## src/rtl/rgb_stream_rx.sv

```systemverilog
// Receive side of the serial RGB stream feeding the K-means core: assembles
// R,G,B byte triplets into indexed 24-bit pixels and buffers them in a FWFT FIFO.
module rgb_stream_rx #(
    parameter int NUM_PIXELS = 4096,
    parameter int FIFO_DEPTH = 4,
    parameter int CNT_W      = 19
) (
    input  logic             clk,
    input  logic             Reset,
    input  logic             Start,
    input  logic [7:0]       Sin,
    output logic [23:0]      pix_rgb,
    output logic [CNT_W-1:0] pix_index,
    output logic             pix_last,
    output logic             pix_valid,
    input  logic             pix_ready,
    output logic             busy,
    output logic             overflow,
    output logic             Strb
);
    localparam int PTR_W = (FIFO_DEPTH > 1) ? $clog2(FIFO_DEPTH) : 1;
    localparam int OCC_W = PTR_W + 1;
    localparam logic [CNT_W-1:0] LAST_IDX = CNT_W'(NUM_PIXELS - 1);
    localparam logic [OCC_W-1:0] FULL_OCC = OCC_W'(FIFO_DEPTH);

    typedef enum logic [1:0] {
        IDLE,
        RECV,
        DRAIN,
        DONE
    } state_t;

    state_t state;
    state_t state_next;

    logic [1:0]       phase;
    logic [CNT_W-1:0] count;
    logic [7:0]       r_byte;
    logic [7:0]       g_byte;

    logic [23:0]      rgb_mem [FIFO_DEPTH];
    logic [CNT_W-1:0] idx_mem [FIFO_DEPTH];
    logic [PTR_W-1:0] wr_ptr;
    logic [PTR_W-1:0] rd_ptr;
    logic [OCC_W-1:0] occ;

    logic push;
    logic pop;
    logic full;
    logic wr_en;
    logic drop;

    // A full FIFO can still accept a pixel when the head leaves on the same edge.
    assign push  = (state == RECV) && (phase == 2'd2);
    assign pop   = pix_valid && pix_ready;
    assign full  = (occ == FULL_OCC);
    assign wr_en = push && (!full || pop);
    assign drop  = push && full && !pop;

    assign pix_valid = (occ != '0);
    assign pix_rgb   = pix_valid ? rgb_mem[rd_ptr] : '0;
    assign pix_index = pix_valid ? idx_mem[rd_ptr] : '0;
    assign pix_last  = pix_valid && (idx_mem[rd_ptr] == LAST_IDX);
    assign busy      = (state != IDLE);
    assign Strb      = (state == DONE);

    always_ff @(posedge clk or negedge Reset) begin
        if (!Reset) begin
            state <= IDLE;
        end else begin
            state <= state_next;
        end
    end

    always_comb begin
        state_next = state;
        case (state)
            IDLE:    if (Start) state_next = RECV;
            RECV:    if (push && (count == LAST_IDX)) state_next = DRAIN;
            DRAIN:   if (occ == '0) state_next = DONE;
            DONE:    state_next = IDLE;
            default: state_next = IDLE;
        endcase
    end

    // Byte assembly: phase 0 holds R, phase 1 holds G, phase 2 completes the pixel.
    always_ff @(posedge clk or negedge Reset) begin
        if (!Reset) begin
            phase    <= 2'd0;
            count    <= '0;
            r_byte   <= 8'd0;
            g_byte   <= 8'd0;
            overflow <= 1'b0;
        end else if ((state == IDLE) && Start) begin
            phase    <= 2'd0;
            count    <= '0;
            overflow <= 1'b0;
        end else if (state == RECV) begin
            case (phase)
                2'd0: begin
                    r_byte <= Sin;
                    phase  <= 2'd1;
                end
                2'd1: begin
                    g_byte <= Sin;
                    phase  <= 2'd2;
                end
                default: begin
                    phase <= 2'd0;
                    count <= count + CNT_W'(1);
                end
            endcase
            if (drop) begin
                overflow <= 1'b1;
            end
        end
    end

    always_ff @(posedge clk) begin
        if (wr_en) begin
            rgb_mem[wr_ptr] <= {r_byte, g_byte, Sin};
            idx_mem[wr_ptr] <= count;
        end
    end

    always_ff @(posedge clk or negedge Reset) begin
        if (!Reset) begin
            wr_ptr <= '0;
            rd_ptr <= '0;
            occ    <= '0;
        end else begin
            if (wr_en) begin
                wr_ptr <= wr_ptr + PTR_W'(1);
            end
            if (pop) begin
                rd_ptr <= rd_ptr + PTR_W'(1);
            end
            case ({wr_en, pop})
                2'b10:   occ <= occ + OCC_W'(1);
                2'b01:   occ <= occ - OCC_W'(1);
                default: occ <= occ;
            endcase
        end
    end

endmodule

```

## config.mk

```make
export PLATFORM = sky130hd
export DESIGN_NAME = rgb_stream_rx
export DESIGN_NICKNAME = d
export VERILOG_FILES = /design/src/rtl/rgb_stream_rx.sv
export SDC_FILE = /design/constraint.sdc
export NUM_CORES = 1
export LEC_CHECK = 0
export CAP_MARGIN = 20
export CORE_MARGIN = 2
export CORE_UTILIZATION = 30
export DETAILED_ROUTE_END_ITERATION = 10
export PLACE_DENSITY_LB_ADDON = 0.3
export SETUP_SLACK_MARGIN = 0.3
export SYNTH_ARGS = -nofsm -noshare
export SYNTH_HDL_FRONTEND = slang
export SYNTH_SLANG_ARGS = --single-unit
```

## constraint.sdc

```tcl
create_clock -name clk -period 4.1 [get_ports clk]
set_clock_uncertainty 0.2 [all_clocks]
set_input_delay 0.615 -clock clk [delete_from_list [all_inputs] [get_ports clk]]
set_output_delay 0.615 -clock clk [all_outputs]
set_load 0.05 [all_outputs]
```

==> GITHUB_STEP_SUMMARY <==
## PnR job results

| Metric | Value |
|---|---|
| Status | `complete, no violations` |
| Met3 usage | `0.0185` |
| Arr. time, crit path | `2.86 ns` |
| Tool Warnings | `34` |
| RSZ-0062 raised after global routing | `no` |
| Synth warnings | `0` |
| Tap cells | `approximately 400` |
| Logic share of the area | `0.226` |
| Finished Cell Area | `10800 µm²` |
| Post-synth cell types | `43` |
| M1 wire length | `between 7 and 8 mm` |
| Xor+xnor area frac | `0.0216` |
| Number of non-clock buffers | `71` |
| Synth top area share | `0.578` |
| Inverters | `7` |
| Slew HR | `0.344` |
| Grt ovf | `0` |
| Clock-cell share of area | `0.0724` |
| FA/HA/MAJ Cells, Area Fraction | `0.0176` |
| Post-Synthesis Cells | `just under 500` |
| Post-synth EDFFs | `172` |
| Max FFs per register | `96` |
| Registers | `roughly 220` |
| Final Hold Fails | `0` |
| Initial antenna violation count | `0` |
| Clock Pin Slew Worst Setup and Hold Paths | `0.06 ns` |
| TritonRoute pass-1 iters | `4` |
| Top non-seq family | `multiplexers` |
| Met1 Use GR | `0.147` |
| Most frequent cells in the layout | `edfxtp_1, clkdlybuf4s50_1, and2_1` |
| CTS HTree Levels | `1` |
| Yosys top cell by instances | `edfxtp_1` |
| Comb pwr share | `0.343` |
| Sequential power share | `0.381` |
| Global-route wire length before repair | `roughly 28 mm` |
| Clock buffers | `33` |
| Seq pwr | `2890 µW` |
| Tcrit/Tclk final | `0.895` |
| Routability Congestion | `0.733` |
| Total negative slack | `0 ns` |
| Vias in the first global route | `4927` |
| Yosys chip area | `just under 9000 µm²` |
| Root Driver | `clkbuf_16` |
| Crit start category | `flip-flop` |
| Pwr Density | `701 nW/µm²` |
| Crit path capture type | `output port` |
| Seq area share | `0.585` |
| Die W | `177 µm` |
| Worst Path Max Fanout | `24` |
| TritonCTS Sinks | `about 220` |
| Maximum vdd drop | `280 µV` |
| Logic area | `about 2400 µm²` |
| Met2 wire length | `9.33 mm` |
| Antenna cells | `0` |
| Worst setup slack after layout | `0.430 ns` |
| DR DRC count | `0` |
| Finished Core Util | `0.367` |
| And+or+nand+nor area frac | `0.0861` |
| Tally of non-filler cells in the final layout | `980` |
| Biggest regs | `rgb_mem: 96 flops, idx_mem: 76 flops, count: 19 flops` |
| Hold slack | `0.312 ns` |
| Cell-internal power | `5060 µW` |
| Post-synth mux share | `0.136` |
| P_comb | `between 2000 and 3000 µW` |
| Clock group | `about 2100 µW` |
| Max Cap Violations | `0` |
| Met2 Use GR | `0.216` |
| Die H | `177 µm` |
| Uppermost routed layer | `met4` |
| Fin. max-slew vios | `0` |
| Mean Syn Cell Area | `18.0 µm²` |
| Post-synth seq share | `0.710` |
| Final #Nets | `595` |
| DP HPWL | `between 10 and 15 mm` |
| Fraction of registers with async set/reset | `0.215` |
| Vias per cell | `about 4.7` |
| Final setup vio count | `0` |
timing repair:
action	in CTS	in global routing
setup buffers	0	0
setup endpoints to repair	4	1
endpoints found under the hold margin	18	0
gates resized	2	1
hold buffers	1	0
final timing paths:
kind	startpoint	end	slack (ns)	depth (start not counted)
setup / recovery	occ[1]	pix_rgb[14]	0.43	4
hold / removal	g_byte[6]	rgb_mem[3][14]	0.31	0
setup reg to reg	state[1]	idx_mem[0][6]	0.86	7
hold reg to reg	g_byte[6]	rgb_mem[3][14]	0.31	0
max in group asynchronous	Reset	wr_ptr[0]	2.48	3
min in group asynchronous	Reset	r_byte[3]	0.41	2
worst max-delay path, stage by stage (launching register included):
cell	delay (ns)
dfrtp_1	0.44
or3_2	0.72
buf_4	0.29
and2_1	0.16
clkdlybuf4s50_1	0.71
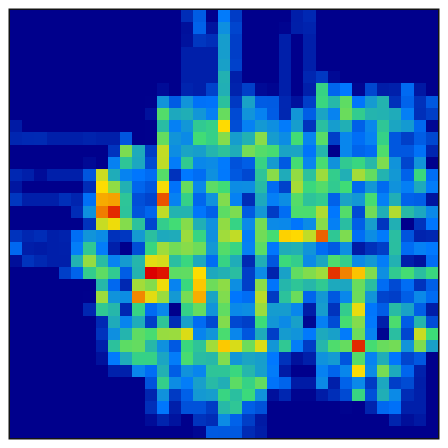
Fig. 1. Wiring heat map.
35 x 35 tiles, from dark blue (low) to red (high), scaled to the fullest tile. Values are wire area over tile area, all layers added.
emptiest ninth of the die	top left
nearly empty tiles	35%
densest ninth of the die	middle
tiles over half the peak	12%
mean over tiles	0.089
fullest tile	0.43
all-layer global routing usage: 0.119
overall routed net length: 18.1 mm

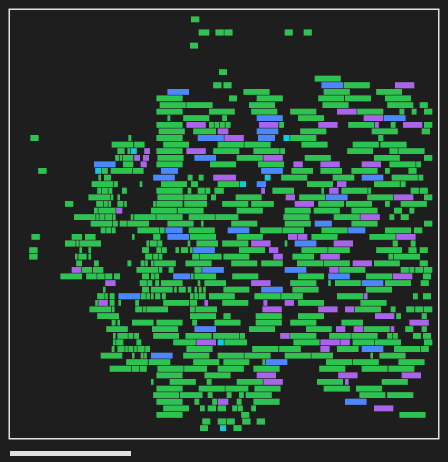
Fig. 2. Cells by drive strength.
The bar under the picture is 50 µm long.
size	color	cells	share
drive 6 and up	blue	34	5.8%
drive 2	purple	67	11%
drive 3 to 4	cyan	7	1.2%
drive 1 or less	green	482	82%

No activity file was given, so power comes from the tool's default toggle rates.
